run_1/io_placement.png
Pins as bars across the die edge, other pins in gray.
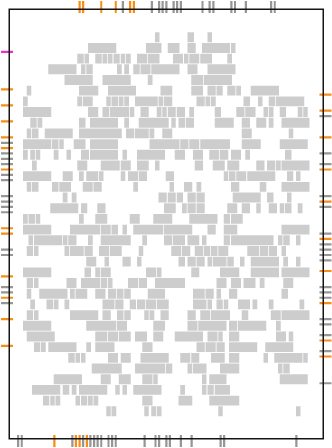
run_1/flops_by_reg.png
Other sequential cells in the stronger gray, the rest of the logic in the fainter gray.
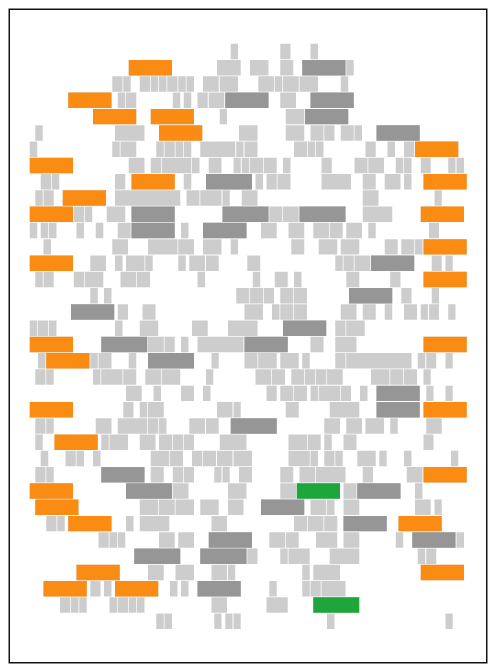
run_1/layer_met4.png
Cells faint in the background.
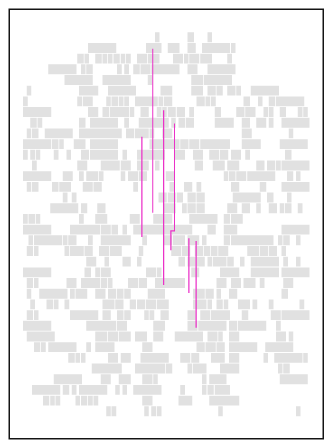
File: config.mk
export PLATFORM = sky130hd
export DESIGN_NAME = pc_gen
export DESIGN_NICKNAME = d
export VERILOG_FILES = /design/src/rtl/pc_gen.sv
export SDC_FILE = /design/constraint.sdc
export NUM_CORES = 1
export LEC_CHECK = 0
export CORE_ASPECT_RATIO = 1.4
export CORE_MARGIN = 3
export CORE_UTILIZATION = 41
export DETAILED_ROUTE_END_ITERATION = 6
export DONT_BUFFER_PORTS = 1
export PLACE_DENSITY = 0.57
export RECOVER_POWER = 100
export SYNTH_ARGS = -nofsm -noshare
export SYNTH_HDL_FRONTEND = slang
export SYNTH_SLANG_ARGS = --single-unit
File: constraint.sdc
create_clock -name clk -period 2 [get_ports clk]
set_input_delay 0.4 -clock clk [delete_from_list [all_inputs] [get_ports clk]]
set_output_delay 0.4 -clock clk [all_outputs]
set_load 0.05 [all_outputs]
File: src/rtl/pc_gen.sv
// pc_gen: program-counter generator at the head of the IF stage (LA32R, five-stage pipeline).
// Owns the architectural fetch PC and issues fetch requests to instruction memory over a
// valid/ready handshake. Advances by +4 per accepted request and takes redirects from EX.
//
// Ports:
//   clk             system clock, all state updates on the rising edge
//   rst             synchronous active-high reset
//   stall           hazard-unit hold: freezes PC and drops the request
//   redirect_valid  EX-stage branch/jump taken this cycle
//   redirect_pc     redirect target, sampled when redirect_valid=1
//   imem_req_valid  fetch request valid
//   imem_req_ready  instruction memory accepts the request
//   imem_req_pc     fetch address of the current request
//   if_pc           PC of the last accepted request, to the IF/ID register
//   if_pc_valid     one-cycle pulse when if_pc was updated by an accepted request
//   fetch_adef      (PC_GEN_ALIGN_CHECK_EN only) misaligned redirect seen, fetch halted
//
// Optional feature macro: PC_GEN_ALIGN_CHECK_EN. When defined, a redirect target with
// bits [1:0] != 0 halts fetch and raises fetch_adef until reset. When undefined, the
// low two target bits are cleared before loading.

module pc_gen #(
  parameter int unsigned          PC_WIDTH = 32,
  parameter logic [PC_WIDTH-1:0]  RESET_PC = 32'h1C00_0000
) (
  input  logic                clk,
  input  logic                rst,
  input  logic                stall,
  input  logic                redirect_valid,
  input  logic [PC_WIDTH-1:0] redirect_pc,
  output logic                imem_req_valid,
  input  logic                imem_req_ready,
  output logic [PC_WIDTH-1:0] imem_req_pc,
  output logic [PC_WIDTH-1:0] if_pc,
`ifdef PC_GEN_ALIGN_CHECK_EN
  output logic                fetch_adef,
`endif
  output logic                if_pc_valid
);

  typedef enum logic [1:0] {
    StBoot,
    StRun,
`ifdef PC_GEN_ALIGN_CHECK_EN
    StHalt,
`endif
    StRedir
  } state_t;

  state_t              state_q;
  logic [PC_WIDTH-1:0] pc_q;
  logic [PC_WIDTH-1:0] if_pc_q;
  logic                if_pc_valid_q;
  logic [PC_WIDTH-1:0] redirect_tgt;
  logic [PC_WIDTH-1:0] pc_plus4;
  logic                fire;

`ifdef PC_GEN_ALIGN_CHECK_EN
  logic                fetch_adef_q;
  logic                redirect_misaligned;

  // Keep the raw target so the exception unit can read the faulting address.
  assign redirect_tgt        = redirect_pc;
  assign redirect_misaligned = |redirect_pc[1:0];
  assign fetch_adef          = fetch_adef_q;
`else
  assign redirect_tgt = redirect_pc & ~PC_WIDTH'(3);
`endif

  // Redirect and reset both cancel the request in the cycle they are asserted.
  assign imem_req_valid = (state_q == StRun) & ~stall & ~redirect_valid & ~rst;
  assign fire           = imem_req_valid & imem_req_ready;
  assign pc_plus4       = pc_q + PC_WIDTH'(4);

  assign imem_req_pc = pc_q;
  assign if_pc       = if_pc_q;
  assign if_pc_valid = if_pc_valid_q;

  always_ff @(posedge clk) begin
    if (rst) begin
      state_q       <= StBoot;
      pc_q          <= RESET_PC;
      if_pc_q       <= RESET_PC;
      if_pc_valid_q <= 1'b0;
`ifdef PC_GEN_ALIGN_CHECK_EN
      fetch_adef_q  <= 1'b0;
`endif
    end else begin
      if_pc_valid_q <= 1'b0;
`ifdef PC_GEN_ALIGN_CHECK_EN
      if (state_q == StHalt) begin
        // Only reset leaves HALT; pc keeps the faulting target.
        state_q <= StHalt;
      end else
`endif
      if (redirect_valid) begin
        pc_q    <= redirect_tgt;
        state_q <= StRedir;
`ifdef PC_GEN_ALIGN_CHECK_EN
        if (redirect_misaligned) begin
          state_q      <= StHalt;
          fetch_adef_q <= 1'b1;
        end
`endif
      end else begin
        unique case (state_q)
          StBoot:  state_q <= StRun;
          StRedir: state_q <= StRun;
          StRun: begin
            if (fire) begin
              pc_q          <= pc_plus4;
              if_pc_q       <= pc_q;
              if_pc_valid_q <= 1'b1;
            end
          end
          default: state_q <= state_q;
        endcase
      end
    end
  end

endmodule

==> flow_metrics.env, run 1 <==
# flow metrics
export IMPL_wire_per_inst_um=18.21
export IMPL_synthXorXnorAreaFrac=0.01976
export IMPL_critical_path_peak_fanout=8
export IMPL_common_cells="85 x nand2_1, 63 x dfxtp_1, 30 x a21oi_1"
export IMPL_flops=63
export IMPL_place_congestion=0.7852
export IMPL_maxSlewViolCount=0
export IMPL_worstHoldEndpoint="imem_req_pc[2]$_SDFFE_PP0P_"
export IMPL_cts_tree="yes"
export IMPL_cts_made_buffers=9
export IMPL_signal_buffers=48
export IMPL_drc=0
export IMPL_power_group_top="sequential cells"
export IMPL_fin_ws_ns=0.06348
export IMPL_n_clock_buffer=11
export IMPL_crit_buf_inv=1
export IMPL_logic_gates=297
export IMPL_ys_ff=63
export IMPL_grt_first_pass_wirelength_mm=14.97
export IMPL_clock_area_frac=0.06397
export IMPL_netSwitchingPower_w=0.0008426
export IMPL_p_per_area_mw_per_mm2=829.0
export IMPL_sw_frac_of_total=0.2809
export IMPL_cp_required_ns=1.60
export IMPL_reg2reg_slack_ns=0.11
export IMPL_antenna_found_initial=0
export IMPL_min_from="rst"
export IMPL_clkPwrFrac=0.433
export IMPL_finalNonFillerCells=524
export IMPL_path_delay_family="simple AND/OR/NAND/NOR gates"
export IMPL_cap_violations=0
export IMPL_netlist_area_mm2=0.003103
export IMPL_ys_seq_frac=0.4065
export IMPL_ys_chip_area_mm2=0.003103
export IMPL_cp_start_kind="flip-flop"
export IMPL_hpwl_mm=6.748
export IMPL_yosysCellCount=395
export IMPL_clock_sinks=63
export IMPL_synth_cells=395
export IMPL_crit_cells=3
export IMPL_clock_skew_ns=0.01286
export IMPL_antenna_cells=0
export IMPL_crit_end="imem_req_valid"
export IMPL_worst_pin_slew_ns=0.8350
export IMPL_synth_simple_area_share=0.3290
export IMPL_clkLatencyLatePin_ns=0.36
export IMPL_grt_max_degree=70
export IMPL_ys_sh_aoi=0.1819
export IMPL_outcome="finished clean"
export IMPL_yosysTopAreaCell="dfxtp_1"
export IMPL_clock_path_buffers=2
export IMPL_drive_gt1_frac=0.1422
export IMPL_ys_sh_mux=0.003226
export IMPL_r2r_end="imem_req_pc[25]$_SDFFE_PP0P_"
export IMPL_period_used=0.9683
export IMPL_seq_area_frac=0.3520
export IMPL_arrival_ns=1.54
export IMPL_combPwrFrac=0.118
export IMPL_edf_count=0
export IMPL_final_min_clock_period_ns=1.937
export IMPL_cts_setup_buffers=0
export IMPL_inverters=5
export IMPL_rsz0062_at_grt="no"
export IMPL_nets=462
export IMPL_ff_latch_area_mm2=0.001274
export IMPL_yosysUniqueCellTypes=52
export IMPL_grt_ovfl_total=0
export IMPL_cts_hold_buffers_added=0
export IMPL_logic_family="simple AND/OR/NAND/NOR gates"
export IMPL_most_common_cell="nand2_1"
export IMPL_io_pins=103
export IMPL_ir_drop_mv=0.4401
export IMPL_synth_top_cell_area_share=0.4065
export IMPL_largest_cell_class="multi-input combinational cells"
export IMPL_comb_share=0.4720
export IMPL_grt_pass1_vias=2976
export IMPL_yosys_most_used_dff="dfxtp_1"
export IMPL_hold_viol_final=0
export IMPL_hold_path_class="input pin to flip-flop"
export IMPL_worst_path_max_delay_cell="or3b_4"
export IMPL_p_leak_nw=1.194
export IMPL_grt_use_total=0.2251
export IMPL_top_cells_by_area="dfxtp_1 41%, nand2_1 10%, a21oi_1 4.8%, nand4_1 3.8%, nor2_1 2.9%"
export IMPL_drt_iter0_drc=156
export IMPL_cpPeakStageDelay_ns=0.49
export IMPL_syn_avg_cell_area_um2=7.856
export IMPL_async_reset_ff_frac=0
export IMPL_sequentialPowerShare=0.449
-- io_placement.png (at the start) --
Magenta stands for `clk`, pins 1, direction input, edge left. Orange stands for `if_pc`, pins 32, direction output, edge 12 left, 10 right, 6 top, 4 bottom.
All pins by edge: 28 left, 28 right, 25 bottom, 22 top.
Port Buf Inserts: 0
die width: 79.53 µm
die height: 108.9 µm

-- flops_by_reg.png (at the start) --
Green stands for `state_q`, sequential cells 2. Orange stands for `if_pc`, sequential cells 30, where widely spread.
Another 31 sequential cells are not colored.

-- layer_met4.png (at the start) --
The longest straight run is 44.2 µm. The layer holds 1.9% of the routed length. The layer carries 179 µm of wire. The wires run mostly vertical.
Routed WL: 9.540 mm
via count: 3062

## run 1: per-layer routing
metal | global-route usage | vias to the layer above | wire, µm | share of wire
li1 | - | 1502 | - | -
met1 | 0.2643 | 1438 | 3881 | 0.41
met2 | 0.3805 | 107 | 4695 | 0.49
met3 | 0.07686 | 15 | 783 | 0.082
met4 | 0.07617 | 0 | 179 | 0.019
met5 | 0 | - | 0 | 0
## run 1: stage by stage
step,util,area [µm²],total power (W)
finish,0.5052,3618,0.003000
global route,0.5052,3618,0.003118
CTS,0.5183,3712,0.003045
detailed placement,0.4858,3480,0.001751
global placement,0.4858,3480,0.001746
floorplan,-,3138,0.001668
## run 1: registers in the layout (all words and copies together) (netlist names)
name and count:
if_pc 30, imem_req_pc 30, state_q 2, if_pc_valid 1
--- run 2 (diff from run 1) ---
GPL_ROUTABILITY_DRIVEN = 0   (was default)
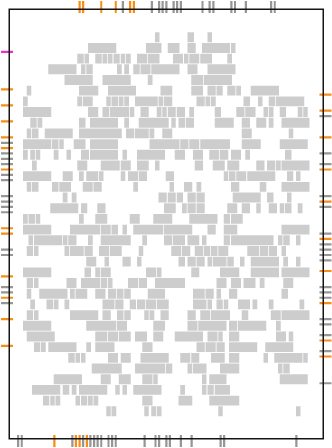
run_2/io_placement.png
Pins as bars across the die edge, other pins in gray.
Orange stands for `if_pc`, pins 32, direction output, edge 12 left, 10 right, 6 top, 4 bottom. Magenta stands for `clk`, pins 1, direction input, edge left.
All pins by edge: 28 left, 28 right, 25 bottom, 22 top.

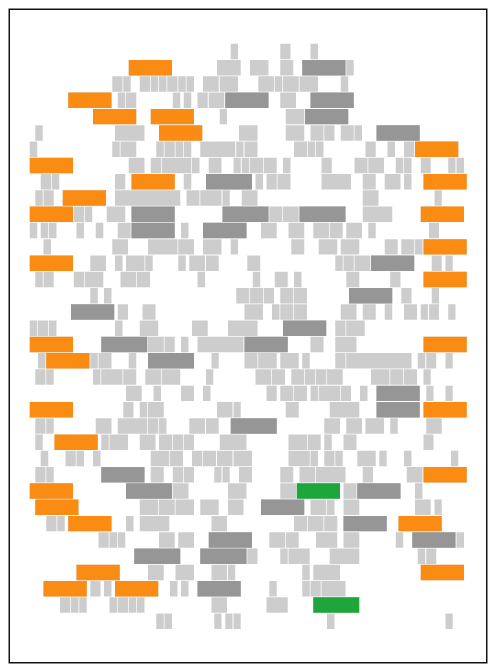
run_2/flops_by_reg.png
Other sequential cells in the stronger gray, the rest of the logic in the fainter gray.
Green stands for `state_q`, sequential cells 2. Orange stands for `if_pc`, sequential cells 30, where widely spread.
Another 31 sequential cells are not colored.
Seq power: 0.00135 W
Layout Utilization: 0.5052
Seq/total area: 0.3520

==> run 2 against run 1 <==
Net effect:
- total power stayed put
- via count did not move
- clock skew did not move
- design area unchanged
- clock-buffer cell count stayed put
- non-clock buffer count is the same
- first-iteration DRC count unchanged
- worst setup slack is the same
- critical path type unchanged
- critical endpoint unchanged
==> flow_metrics.env, run 2 <==
# flow metrics
export IMPL_async_reset_ff_frac=0
export IMPL_pre_cts_slack_ns=0.1177
export IMPL_fp_util=0.4333
export IMPL_dpl_cell_count=509
export IMPL_inverters=5
export IMPL_finalWirelength_mm=9.540
export IMPL_reg2reg_slack_ns=0.11
export IMPL_layout_top_cells="83 x nand2_1, 53 x dfxtp_1, 30 x a21oi_1, 24 x nor2_1, 21 x clkbuf_1"
export IMPL_nWellTaps=95
export IMPL_die_x_um=79.53
export IMPL_edf_count=0
export IMPL_hold_viol_final=0
export IMPL_final_min_clock_period_ns=1.937
export IMPL_critical_path_peak_fanout=8
export IMPL_grt_max_degree=70
export IMPL_yosysTopAreaCell="dfxtp_1"
export IMPL_fp_dieH_um=108.9
export IMPL_netSwitchingPower_w=0.0008426
export IMPL_yosysCellCount=395
export IMPL_power_group_top="sequential cells"
export IMPL_finalNonFillerCells=524
export IMPL_max_slew_margin=0.4433
export IMPL_yosys_most_used_dff="dfxtp_1"
export IMPL_post_dp_cell_area_mm2=0.003480
export IMPL_cts_made_buffers=9
export IMPL_worst_path_max_delay_cell="or3b_4"
export IMPL_htreeDepth=3
export IMPL_hold_slack_ns=0.1080
export IMPL_comb_share=0.4720
export IMPL_top_cells_by_area="dfxtp_1 41%, nand2_1 10%, a21oi_1 4.8%, nand4_1 3.8%, nor2_1 2.9%"
export IMPL_ir_drop_mv=0.4401
export IMPL_use_met1=0.2643
export IMPL_drive_gt1_frac=0.1422
export IMPL_hold_path_class="input pin to flip-flop"
export IMPL_p_per_area_mw_per_mm2=829.0
export IMPL_path_cells="or3b_4, nor3_4, buf_6"
export IMPL_antenna_cells=0
export IMPL_common_cells="85 x nand2_1, 63 x dfxtp_1, 30 x a21oi_1"
export IMPL_cts_tree="yes"
export IMPL_num_rows=36
export IMPL_ys_seq_frac=0.4065
export IMPL_crit_buf_inv=1
export IMPL_yosysUniqueCellTypes=52
export IMPL_dr_wl_met3_um=783
export IMPL_r2r_cells=4
export IMPL_cap_violations=0
export IMPL_maxSlewViolCount=0
export IMPL_drt_iter0_drc=156
export IMPL_clock_sinks=63
export IMPL_logic_gates=297
export IMPL_flops=63
export IMPL_crit_path_end_kind="output port"
export IMPL_grt_first_pass_wirelength_mm=14.97
export IMPL_design_area_mm2=0.003618
export IMPL_synth_cells=395
export IMPL_p_comb_w=0.000355
export IMPL_cpPeakStageDelay_ns=0.49
export IMPL_path_delay_family="simple AND/OR/NAND/NOR gates"
export IMPL_tool_warnings=29
export IMPL_drc=0
export IMPL_sw_frac_of_total=0.2809
export IMPL_arrival_ns=1.54
export IMPL_netlist_area_mm2=0.003103
export IMPL_p_leak_nw=1.194
export IMPL_io_pins=103
export IMPL_rsz0062_at_grt="no"
export IMPL_nets=462
export IMPL_final_common_cell="nand2_1"
export IMPL_ys_ff=63
export IMPL_io_buffers=0
export IMPL_worst_pin_slew_ns=0.8350
export IMPL_top_layer="met4"
export IMPL_fill_cells=724
export IMPL_root_buffer="clkbuf_8"
export IMPL_fmax_mhz=516.4
export IMPL_met3_usage=0.07686
export IMPL_outcome="finished clean"
export IMPL_clock_area_frac=0.06397
export IMPL_most_common_cell="nand2_1"
export IMPL_clock_skew_ns=0.01286
export IMPL_dieArea_mm2=0.008663
export IMPL_grt_use_met2=0.3805
export IMPL_sequentialPowerShare=0.449
export IMPL_wl_met1_mm=3.881
export IMPL_top_usage_layer="met2"
export IMPL_final_antenna_net_count=0
export IMPL_grt_ovfl_total=0
export IMPL_combPwrFrac=0.118
export IMPL_grt_pass1_vias=2976
export IMPL_yosysWarnings=0
export IMPL_p_total_w=0.003000
export IMPL_syn_avg_cell_area_um2=7.856
export IMPL_ys_chip_area_mm2=0.003103
export IMPL_num_vias=3062
export IMPL_fin_ws_ns=0.06348
export IMPL_clkPwrFrac=0.433
export IMPL_cp_required_ns=1.60
export IMPL_period_used=0.9683
export IMPL_grt_use_total=0.2251
export IMPL_drt_pass1_iter_count=4
export IMPL_antenna_found_initial=0
export IMPL_core_mm2=0.007162
export IMPL_wire_per_inst_um=18.21
export IMPL_ff_latch_area_mm2=0.001274
export IMPL_cp_start_kind="flip-flop"
export IMPL_largest_cell_class="multi-input combinational cells"
export IMPL_cts_setup_buffers=0
export IMPL_clkLatencyLatePin_ns=0.36
export IMPL_hold_depth=1
export IMPL_crit_cells=3
export IMPL_n_clock_buffer=11
export IMPL_wl_met2_mm=4.695
export IMPL_synth_top_cell_area_share=0.4065
export IMPL_pg_clk_w=0.00130
export IMPL_setup_violations_final=0
export IMPL_hpwl_mm=6.748
export IMPL_cts_hold_buffers_added=0
export IMPL_signal_buffers=48
export IMPL_clock_path_buffers=2
-- run 2: cell counts after synthesis --
Identical to the previous run, type by type.
-- run 2: cell families after synthesis --
group	Yosys count	share of synthesized area
other	1	0.001209
flip-flops	63	0.4065
buffers and inverters	38	0.05443
adder cells (fa/ha/maj)	1	0.004032
multiplexers	1	0.003226
AND-OR/OR-AND	84	0.1819
XOR/XNOR	7	0.01976
AND/OR/NAND/NOR	200	0.3290
-- run 2: path summary, 6_finish.rpt --
check	endpoint	start
max reg2reg	imem_req_pc[25]$_SDFFE_PP0P_	state_q[1]$_SDFFE_PP0P_
min reg2reg	state_q[1]$_SDFFE_PP0P_	state_q[0]$_SDFFE_PP0P_
max	imem_req_valid	state_q[1]$_SDFFE_PP0P_
min	imem_req_pc[2]$_SDFFE_PP0P_	rst
--- run 3 (diff from run 2) ---
HOLD_SLACK_MARGIN = 0.06   (was default)
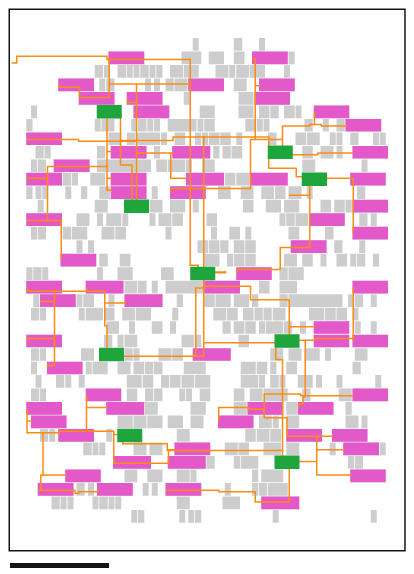
run_3/clk_routes.png
The bar under the picture is 20 µm long.
Green stands for clock drivers, count 9. Magenta stands for flip-flops, count 63. Orange stands for clock wires, length 970 µm.
There are 10 routed clock nets.
insertion delay at the late pin of the worst-skew pair: 0.36 ns
clock network power: 0.00130 W
Clock Power Share: 0.433

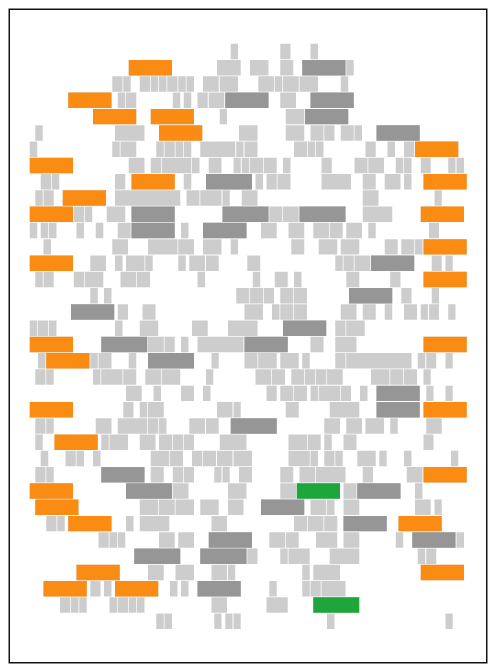
run_3/flops_by_reg.png
Other sequential cells in the stronger gray, the rest of the logic in the fainter gray.
Orange stands for `if_pc`, sequential cells 30, where widely spread. Green stands for `state_q`, sequential cells 2.
Another 31 sequential cells are not colored.
FF+latch area: 0.001274 mm²

==> run 3 against run 2 <==
Net effect:
- utilization unchanged
- total power is the same
- sequential cell count stayed put
- hold slack stayed put
- cell count is the same
- sequential power hardly changed
- clock-buffer cell count is the same
- largest power group unchanged
- critical endpoint unchanged
- clock power about the same
- synthesized cell count unchanged
- critical path depth stayed put
- critical path type unchanged
- design area did not move
==> flow_metrics.env, run 3 <==
# flow metrics
export IMPL_outcome="finished clean"
export IMPL_p_per_area_mw_per_mm2=829.0
export IMPL_period_used=0.9683
export IMPL_grt_first_pass_wirelength_mm=14.97
export IMPL_clock_skew_ns=0.01286
export IMPL_path_clk_slew_ns=0.08
export IMPL_arrival_ns=1.54
export IMPL_netlist_area_mm2=0.003103
export IMPL_yosysUniqueCellTypes=52
export IMPL_finalWirelength_mm=9.540
export IMPL_edf_count=0
export IMPL_die_x_um=79.53
export IMPL_antenna_cells=0
export IMPL_cts_setup_buffers=0
export IMPL_async_reset_ff_frac=0
export IMPL_crit_buf_inv=1
export IMPL_min_from="rst"
export IMPL_drive_gt1_frac=0.1422
export IMPL_inverters=5
export IMPL_comb_share=0.4720
export IMPL_worstHoldEndpoint="imem_req_pc[2]$_SDFFE_PP0P_"
export IMPL_cp_start_kind="flip-flop"
export IMPL_hold_path_class="input pin to flip-flop"
export IMPL_combPwrFrac=0.118
export IMPL_synthXorXnorAreaFrac=0.01976
export IMPL_post_dp_cell_area_mm2=0.003480
export IMPL_antenna_found_initial=0
export IMPL_fmax_mhz=516.4
export IMPL_r2r_cells=4
export IMPL_ys_sh_mux=0.003226
export IMPL_final_util=0.5052
export IMPL_path_cells="or3b_4, nor3_4, buf_6"
export IMPL_syn_avg_cell_area_um2=7.856
export IMPL_seq_power_w=0.00135
export IMPL_flops=63
export IMPL_hpwl_mm=6.748
export IMPL_io_pins=103
export IMPL_r2r_start="state_q[1]$_SDFFE_PP0P_"
export IMPL_fp_dieH_um=108.9
export IMPL_grt_pass1_vias=2976
export IMPL_final_antenna_net_count=0
export IMPL_ir_drop_mv=0.4401
export IMPL_cap_violations=0
export IMPL_drt_iter0_drc=156
export IMPL_p_total_w=0.003000
export IMPL_dr_wl_met3_um=783
export IMPL_critical_path_peak_fanout=8
export IMPL_yosysCellCount=395
export IMPL_fill_cells=724
export IMPL_dpl_cell_count=509
export IMPL_final_min_clock_period_ns=1.937
export IMPL_grt_max_degree=70
export IMPL_design_area_mm2=0.003618
export IMPL_grt_ovfl_total=0
export IMPL_top_layer="met4"
export IMPL_wl_met2_mm=4.695
export IMPL_hold_slack_ns=0.1080
export IMPL_syn_to_final_growth_pct=16.61
export IMPL_logic_family="simple AND/OR/NAND/NOR gates"
export IMPL_core_mm2=0.007162
export IMPL_drc=0
export IMPL_synth_adder_area_share=0.004032
export IMPL_dieArea_mm2=0.008663
export IMPL_cts_resized=4
export IMPL_ys_seq_frac=0.4065
export IMPL_met3_usage=0.07686
export IMPL_largest_cell_class="multi-input combinational cells"
export IMPL_path_delay_family="simple AND/OR/NAND/NOR gates"
export IMPL_netSwitchingPower_w=0.0008426
export IMPL_synth_simple_area_share=0.3290
export IMPL_grt_use_total=0.2251
export IMPL_maxSlewViolCount=0
export IMPL_grt_use_met2=0.3805
export IMPL_layout_top_cells="83 x nand2_1, 53 x dfxtp_1, 30 x a21oi_1, 24 x nor2_1, 21 x clkbuf_1"
export IMPL_fin_setup_tns_ns=0
export IMPL_ys_ff=63
export IMPL_seq_area_frac=0.3520
export IMPL_io_buffers=0
export IMPL_tool_warnings=29
export IMPL_finalNonFillerCells=524
export IMPL_signal_buffers=48
export IMPL_yosysWarnings=0
export IMPL_wl_met1_mm=3.881
export IMPL_wire_per_inst_um=18.21
export IMPL_synth_top_cell_area_share=0.4065
export IMPL_yosys_most_used_dff="dfxtp_1"
export IMPL_top_cells_by_area="dfxtp_1 41%, nand2_1 10%, a21oi_1 4.8%, nand4_1 3.8%, nor2_1 2.9%"
export IMPL_power_group_top="sequential cells"
export IMPL_max_slew_margin=0.4433
export IMPL_num_vias=3062
export IMPL_worst_pin_slew_ns=0.8350
export IMPL_sequentialPowerShare=0.449
export IMPL_rsz0062_at_grt="no"
export IMPL_num_rows=36
export IMPL_p_comb_w=0.000355
export IMPL_p_leak_nw=1.194
export IMPL_n_clock_buffer=11
export IMPL_root_buffer="clkbuf_8"
export IMPL_crit_path_end_kind="output port"
export IMPL_cts_tree="yes"
export IMPL_yosysTopAreaCell="dfxtp_1"
export IMPL_fp_util=0.4333
export IMPL_reg2reg_slack_ns=0.11
export IMPL_nets=462
export IMPL_ys_sh_aoi=0.1819
export IMPL_hold_depth=1
export IMPL_cts_made_buffers=9
export IMPL_common_cells="85 x nand2_1, 63 x dfxtp_1, 30 x a21oi_1"
export IMPL_cp_required_ns=1.60
export IMPL_worst_path_max_delay_cell="or3b_4"
export IMPL_final_common_cell="nand2_1"
export IMPL_sw_frac_of_total=0.2809
export IMPL_clock_area_frac=0.06397
export IMPL_clock_sinks=63
export IMPL_fin_ws_ns=0.06348
export IMPL_synth_cells=395
export IMPL_hold_viol_final=0
export IMPL_cts_hold_buffers_added=0
export IMPL_pre_cts_slack_ns=0.1177
export IMPL_nWellTaps=95
export IMPL_logic_gates=297
export IMPL_most_common_cell="nand2_1"
export IMPL_top_usage_layer="met2"
export IMPL_ys_chip_area_mm2=0.003103
export IMPL_cpPeakStageDelay_ns=0.49
export IMPL_htreeDepth=3
export IMPL_r2r_end="imem_req_pc[25]$_SDFFE_PP0P_"
export IMPL_drt_pass1_iter_count=4
export IMPL_use_met1=0.2643
export IMPL_setup_violations_final=0
export IMPL_clock_path_buffers=2
run 3: cell counts after synthesis:
Identical to the previous run, type by type.
run 3: how the worst max path moves through the flow:
stage	startpoint	endpoint	slack (ns)	cells past startpoint
2_1_floorplan	imem_req_pc[18]$_SDFFE_PP0P_	imem_req_pc[30]$_SDFFE_PP0P_	-0.03	5
3_3_place_gp	stall	imem_req_pc[25]$_SDFFE_PP0P_	0.13	4
3_5_place_dp	stall	imem_req_pc[25]$_SDFFE_PP0P_	0.12	4
4_1_cts	state_q[1]$_SDFFE_PP0P_	imem_req_valid	0.08	3
5_1_grt	state_q[1]$_SDFFE_PP0P_	imem_req_valid	0.02	3
6_report	state_q[1]$_SDFFE_PP0P_	imem_req_valid	0.06	3
Power and IR drop assume default switching activity.
